$ cat src/rtl/csr_access_ctrl_pkg.sv
// Shared constants and encodings for the CSR access sequencer: machine-mode CSR
// addresses, mstatus field positions, sequencer states and CSR funct3 codes.
package csr_access_ctrl_pkg;

    localparam logic [11:0] CSR_MSTATUS_ADDR = 12'h300;
    localparam logic [11:0] CSR_MTVEC_ADDR   = 12'h305;
    localparam logic [11:0] CSR_MEPC_ADDR    = 12'h341;
    localparam logic [11:0] CSR_MCAUSE_ADDR  = 12'h342;
    localparam logic [11:0] CSR_MTVAL_ADDR   = 12'h343;

    localparam int MSTATUS_MIE    = 3;
    localparam int MSTATUS_MPIE   = 7;
    localparam int MSTATUS_MPP_LO = 11;
    localparam int MSTATUS_MPP_HI = 12;

    typedef enum logic [3:0] {
        ST_IDLE,
        ST_INST_WR,
        ST_T_EPC,
        ST_T_CAUSE,
        ST_T_TVAL,
        ST_T_STAT,
        ST_T_VEC,
        ST_M_RD,
        ST_M_WR,
        ST_M_VEC
    } state_e;

    typedef enum logic [2:0] {
        F3_CSRRW  = 3'b001,
        F3_CSRRS  = 3'b010,
        F3_CSRRC  = 3'b011,
        F3_CSRRWI = 3'b101,
        F3_CSRRSI = 3'b110,
        F3_CSRRCI = 3'b111
    } funct3_e;

endpackage

$ cat src/rtl/csr_access_ctrl.sv
// Serialises CSR instructions, trap entry and mret onto the single read and
// single write port of the CSR register file, and issues the PC redirect.
module csr_access_ctrl
    import csr_access_ctrl_pkg::*;
(
    input  logic        clk_i,
    input  logic        rst_i,
    input  logic        inst_valid_i,
    output logic        inst_ready_o,
    input  logic [2:0]  inst_op_i,
    input  logic [11:0] inst_addr_i,
    input  logic [31:0] inst_src_i,
    input  logic        inst_src_zero_i,
    output logic        rsp_valid_o,
    output logic [31:0] rsp_rdata_o,
    output logic        rsp_illegal_o,
    input  logic        trap_valid_i,
    output logic        trap_ready_o,
    input  logic [31:0] trap_cause_i,
    input  logic [31:0] trap_pc_i,
    input  logic [31:0] trap_tval_i,
    input  logic        mret_valid_i,
    output logic        mret_ready_o,
    output logic        redirect_valid_o,
    output logic [31:0] redirect_pc_o,
    output logic [11:0] csr_r_addr_o,
    input  logic [31:0] csr_r_val_i,
    output logic [11:0] csr_w_addr_o,
    output logic [31:0] csr_w_val_o,
    output logic        csr_w_enable_o
);

    function automatic logic [31:0] trap_mstatus(input logic [31:0] s);
        logic [31:0] r;
        r = s;
        r[MSTATUS_MPIE] = s[MSTATUS_MIE];
        r[MSTATUS_MIE]  = 1'b0;
        r[MSTATUS_MPP_HI:MSTATUS_MPP_LO] = 2'b11;
        return r;
    endfunction

    function automatic logic [31:0] mret_mstatus(input logic [31:0] s);
        logic [31:0] r;
        r = s;
        r[MSTATUS_MIE]  = s[MSTATUS_MPIE];
        r[MSTATUS_MPIE] = 1'b1;
        r[MSTATUS_MPP_HI:MSTATUS_MPP_LO] = 2'b11;
        return r;
    endfunction

    state_e      state_q, state_d;
    logic [11:0] inst_addr_q;
    logic [31:0] inst_old_q, inst_wdata_q;
    logic        inst_wen_q, inst_illegal_q;
    logic [31:0] trap_cause_q, trap_pc_q, trap_tval_q;
    logic [31:0] mstatus_q;

    logic        idle;
    logic        inst_acc, trap_acc;
    logic        inst_writes, inst_illegal;
    logic [31:0] inst_new;

    assign idle         = (state_q == ST_IDLE);
    assign trap_ready_o = idle;
    assign mret_ready_o = idle & ~trap_valid_i;
    assign inst_ready_o = idle & ~trap_valid_i & ~mret_valid_i;
    assign inst_acc     = inst_valid_i & inst_ready_o;
    assign trap_acc     = trap_valid_i & trap_ready_o;

    // Decode is evaluated in the accept cycle while csr_r_val_i holds the old value.
    always_comb begin
        inst_new    = inst_src_i;
        inst_writes = 1'b0;
        case (inst_op_i)
            F3_CSRRW, F3_CSRRWI: begin
                inst_new    = inst_src_i;
                inst_writes = 1'b1;
            end
            F3_CSRRS, F3_CSRRSI: begin
                inst_new    = csr_r_val_i | inst_src_i;
                inst_writes = ~inst_src_zero_i;
            end
            F3_CSRRC, F3_CSRRCI: begin
                inst_new    = csr_r_val_i & ~inst_src_i;
                inst_writes = ~inst_src_zero_i;
            end
            default: ;
        endcase
        inst_illegal = (inst_op_i[1:0] == 2'b00)
                     | (inst_writes & (inst_addr_i[11:10] == 2'b11));
    end

    always_comb begin
        state_d          = state_q;
        csr_r_addr_o     = 12'h000;
        csr_w_enable_o   = 1'b0;
        csr_w_addr_o     = 12'h000;
        csr_w_val_o      = 32'h0;
        rsp_valid_o      = 1'b0;
        rsp_rdata_o      = 32'h0;
        rsp_illegal_o    = 1'b0;
        redirect_valid_o = 1'b0;
        redirect_pc_o    = 32'h0;
        case (state_q)
            ST_IDLE: begin
                if (trap_valid_i) begin
                    state_d = ST_T_EPC;
                end else if (mret_valid_i) begin
                    state_d = ST_M_RD;
                end else if (inst_valid_i) begin
                    state_d      = ST_INST_WR;
                    csr_r_addr_o = inst_addr_i;
                end
            end
            ST_INST_WR: begin
                state_d        = ST_IDLE;
                csr_w_enable_o = inst_wen_q;
                csr_w_addr_o   = inst_addr_q;
                csr_w_val_o    = inst_wdata_q;
                rsp_valid_o    = 1'b1;
                rsp_rdata_o    = inst_illegal_q ? 32'h0 : inst_old_q;
                rsp_illegal_o  = inst_illegal_q;
            end
            ST_T_EPC: begin
                state_d        = ST_T_CAUSE;
                csr_r_addr_o   = CSR_MSTATUS_ADDR;
                csr_w_enable_o = 1'b1;
                csr_w_addr_o   = CSR_MEPC_ADDR;
                csr_w_val_o    = trap_pc_q & ~32'h3;
            end
            ST_T_CAUSE: begin
                state_d        = ST_T_TVAL;
                csr_w_enable_o = 1'b1;
                csr_w_addr_o   = CSR_MCAUSE_ADDR;
                csr_w_val_o    = trap_cause_q;
            end
            ST_T_TVAL: begin
                state_d        = ST_T_STAT;
                csr_w_enable_o = 1'b1;
                csr_w_addr_o   = CSR_MTVAL_ADDR;
                csr_w_val_o    = trap_tval_q;
            end
            ST_T_STAT: begin
                state_d        = ST_T_VEC;
                csr_w_enable_o = 1'b1;
                csr_w_addr_o   = CSR_MSTATUS_ADDR;
                csr_w_val_o    = trap_mstatus(mstatus_q);
            end
            ST_T_VEC: begin
                // Direct mode only: the mode bits of mtvec are dropped.
                state_d          = ST_IDLE;
                csr_r_addr_o     = CSR_MTVEC_ADDR;
                redirect_valid_o = 1'b1;
                redirect_pc_o    = csr_r_val_i & ~32'h3;
            end
            ST_M_RD: begin
                state_d      = ST_M_WR;
                csr_r_addr_o = CSR_MSTATUS_ADDR;
            end
            ST_M_WR: begin
                state_d        = ST_M_VEC;
                csr_w_enable_o = 1'b1;
                csr_w_addr_o   = CSR_MSTATUS_ADDR;
                csr_w_val_o    = mret_mstatus(mstatus_q);
            end
            ST_M_VEC: begin
                state_d          = ST_IDLE;
                csr_r_addr_o     = CSR_MEPC_ADDR;
                redirect_valid_o = 1'b1;
                redirect_pc_o    = csr_r_val_i;
            end
            default: state_d = ST_IDLE;
        endcase
    end

    always_ff @(posedge clk_i or posedge rst_i) begin
        if (rst_i) begin
            state_q        <= ST_IDLE;
            inst_addr_q    <= 12'h000;
            inst_old_q     <= 32'h0;
            inst_wdata_q   <= 32'h0;
            inst_wen_q     <= 1'b0;
            inst_illegal_q <= 1'b0;
            trap_cause_q   <= 32'h0;
            trap_pc_q      <= 32'h0;
            trap_tval_q    <= 32'h0;
            mstatus_q      <= 32'h0;
        end else begin
            state_q <= state_d;
            if (inst_acc) begin
                inst_addr_q    <= inst_addr_i;
                inst_old_q     <= csr_r_val_i;
                inst_wdata_q   <= inst_new;
                inst_wen_q     <= inst_writes & ~inst_illegal;
                inst_illegal_q <= inst_illegal;
            end
            if (trap_acc) begin
                trap_cause_q <= trap_cause_i;
                trap_pc_q    <= trap_pc_i;
                trap_tval_q  <= trap_tval_i;
            end
            if (state_q == ST_T_EPC || state_q == ST_M_RD) begin
                mstatus_q <= csr_r_val_i;
            end
        end
    end

endmodule

$ cat config.mk
export PLATFORM = sky130hd
export DESIGN_NAME = csr_access_ctrl
export DESIGN_NICKNAME = d
export VERILOG_FILES = /design/src/rtl/csr_access_ctrl_pkg.sv /design/src/rtl/csr_access_ctrl.sv
export SDC_FILE = /design/constraint.sdc
export NUM_CORES = 1
export LEC_CHECK = 0
export ABC_CLOCK_PERIOD_IN_PS = 18300
export CAP_MARGIN = 20
export CORE_ASPECT_RATIO = 0.6
export CORE_MARGIN = 3
export CORE_UTILIZATION = 45
export DETAILED_ROUTE_END_ITERATION = 12
export HOLD_SLACK_MARGIN = 0.15
export PLACE_DENSITY = 0.8
export SETUP_SLACK_MARGIN = 0.3
export SLEW_MARGIN = 20
export SYNTH_ARGS = -nofsm -noshare
export SYNTH_HDL_FRONTEND = slang
export SYNTH_SLANG_ARGS = --single-unit
$ cat constraint.sdc
create_clock -name clk_i -period 18.3 [get_ports clk_i]
set_clock_uncertainty 0.05 [all_clocks]
set_input_delay 5.49 -clock clk_i [delete_from_list [all_inputs] [get_ports clk_i]]
set_output_delay 5.49 -clock clk_i [all_outputs]
set_load 0.02 [all_outputs]
**The metal 1 layer**

Bar = 50 um. Supply wires on this layer in grey. Cells faint in the background.
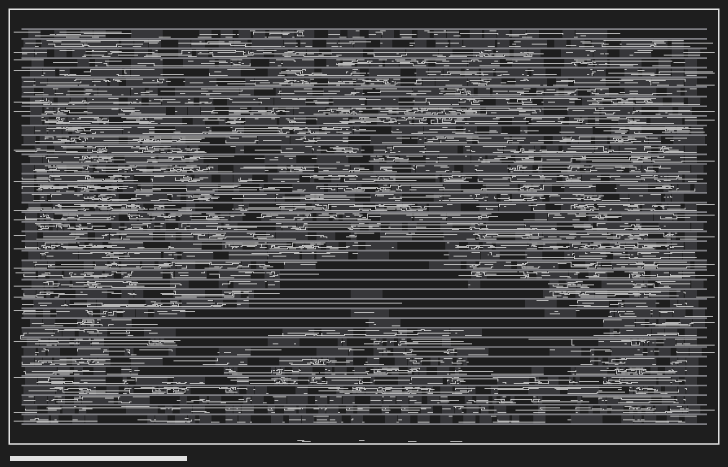
The longest straight run is 109 um. The layer carries 13,000 um of wire. The layer holds 41% of the routed length. 1,217 nets have wire on it.
DR vias: 8,316
GR Layer Usage met1: 33.8%
final wirelength: 31.3 mm

**Drive-strength map**

Bar = 50 um.
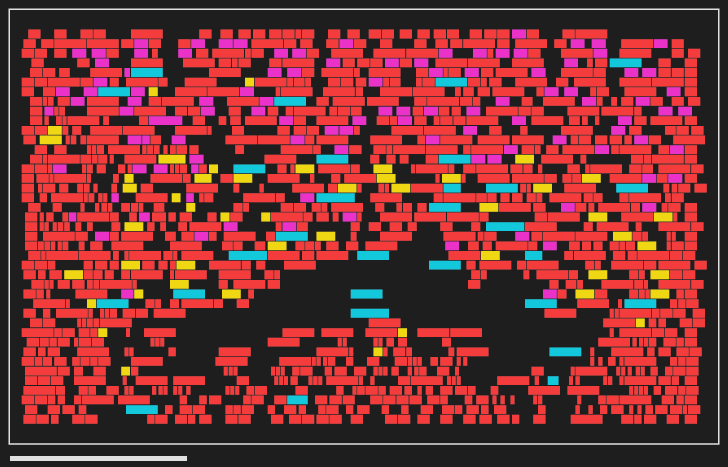
Key: magenta = drive 2 [cells 106]; red = drive 1 or less [cells 1,025]; yellow = drive 3 to 4 [cells 48]; cyan = drive 6 and up [cells 29]
Plain + repair buffers: 316
fin area: 14,000 um^2
PnR worst setup slack: 4560 ps
Layout area overhead: 38.2%

**The metal 2 layer**

Bar = 50 um. Cells faint in the background.
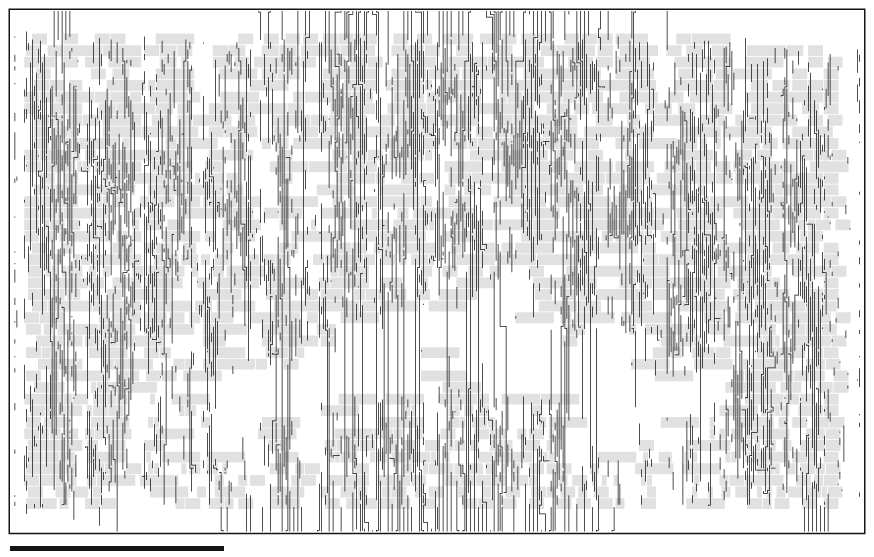
The layer holds 47% of the routed length. The layer carries 14,800 um of wire. The longest straight run is 70.4 um. The wires run mostly vertical.
met2 GRT Util: 41.7%

==> metrics.csv <==
metric,value,unit
pg_clk,457,uW
min_period,13740,ps
path_class,in2out,
place_ws,4540,ps
dp.final_hpwl,22.4,mm
synthArstFlopShare,100,%
syn_inst,930,
post_cts_buffers,0,
r2r-end,inst_wdata_q[11]$_DFFE_PP0P_,
antenna_found_initial,6,
tool_warnings,32,
holdPathEnd,inst_old_q[14]$_DFFE_PP0P_,
clock_sinks,206,
power_leader,combinational logic,
worstMarginPinSlew,1050,ps
ys_types,45,
finalNonFillerCells,1512,
final_layout_size_suffix_gt1_share,15.1,%
final_net_count,1375,
p_clk_share,18.8,%
clk_pin_slew,60,ps
worstPathMaxFanout,46,
grt_pass1_wl,48.0,mm
ff2ff_path_depth,7,
finalSetupViolations,0,
yosysCellCount,930,
outcome,finished clean,
p_leak,6.20,nW
p_total,2.43,mW
ant_nets,0,
die_w,200,um
rows,41,
core-area,21600,um^2
finalMaxSlewViolations,0,
edf_count,0,
mostFrequentLayoutCell,clkdlybuf4s50_1,
synth_flops,206,
post_drt_via_cell_ratio,5.50,
finalClockPeriodUsage,75.1,%
**Track usage over the die**

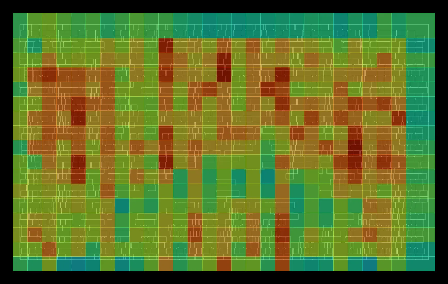
Top Usage Layer GRT: met2
M3 GR Usage: 6.89%
Tot GR Track Use: 25.4%
Layout Utilization: 65.0%

**Zoomed window**

Bar = 10 um. Region (80, 17) to (120, 57) um. Cells in grey, sequential cells in the stronger grey; small squares are vias.
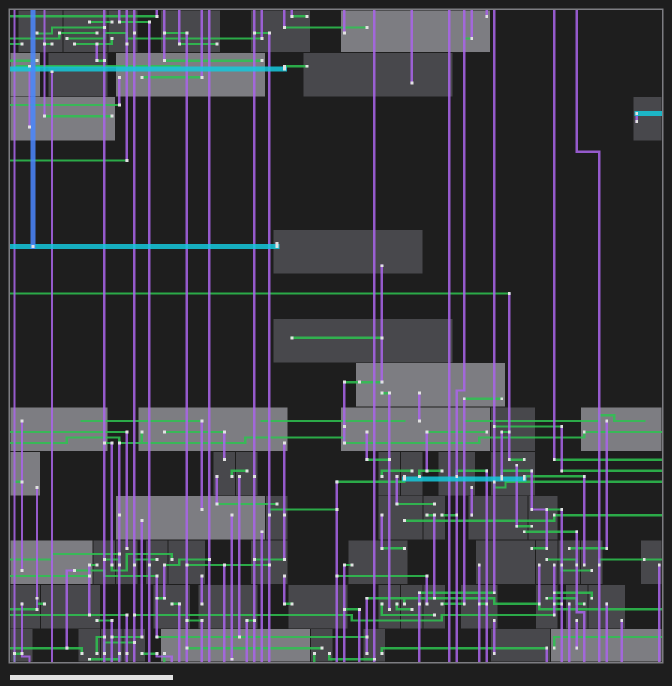
Key: purple = met2; blue = met4; cyan = met3; green = met1
Most frequent: nand2_1 (22), dfrtp_1 (12), clkdlybuf4s50_1 (10). 63 logic cells have their middle in the window. Netlist names of flops here include inst_old_q (9), inst_wdata_q (2). Sequential cells in the window: 12.

-- Yosys cell counts (11+ instances only) --
library cell | n | area, um^2
a22oi_1 | 16 | 120
and2_1 | 51 | 319
mux2i_1 | 11 | 110
dfrtp_1 | 206 | 5150
o21ai_0 | 37 | 185
mux2_4 | 28 | 420
mux2_2 | 96 | 1080
buf_2 | 16 | 80.1
a211oi_1 | 34 | 255
nor2_1 | 16 | 60.1
nand2_1 | 140 | 526
a21o_1 | 39 | 293
a221oi_1 | 17 | 149
a32o_1 | 16 | 160
nor2b_1 | 48 | 300
a21oi_1 | 46 | 230
clkbuf_1 | 41 | 154
-- metal layers --
metal  wire length (um)  global-route usage, %  vias up
met2              14800                   41.7      352
met3               2840                   6.89       58
met4                702                   6.27        8
met5                 49                      0        -
li1                   -                      -     3818
met1              13000                   33.8     4080
-- cell type report --
class	count	area (um^2)
multi-input combinational	641	4600
sequential	206	5160
timing repair buffer	316	3130
inverter	9	46.3
tap	301	377
clock buffer	27	568
antenna	3	7.51
fill	1703	7560
clock inverter	9	156
-- flip-flops by register name, indices dropped and copies added, names as in the netlist --
signal          count
mstatus_q          30
inst_addr_q        12
state_q             4
trap_tval_q        32
inst_old_q         32
inst_illegal_q      1
inst_wen_q          1
trap_pc_q          30
inst_wdata_q       32
trap_cause_q       32
-- cell families after synthesis --
kind of cell | count (synthesis) | synth area share, %
multiplexers | 135 | 15.9
AND-OR/OR-AND | 230 | 15.7
flip-flops | 206 | 50.7
AND/OR/NAND/NOR | 276 | 13.3
buffers and inverters | 83 | 4.43
-- critical path: stages --
cell and delay, ps:
clkdlybuf4s50_1 530, nor2_1 340, and3_2 790, nand2_1 200, o31ai_1 150, clkdlybuf4s50_1 680
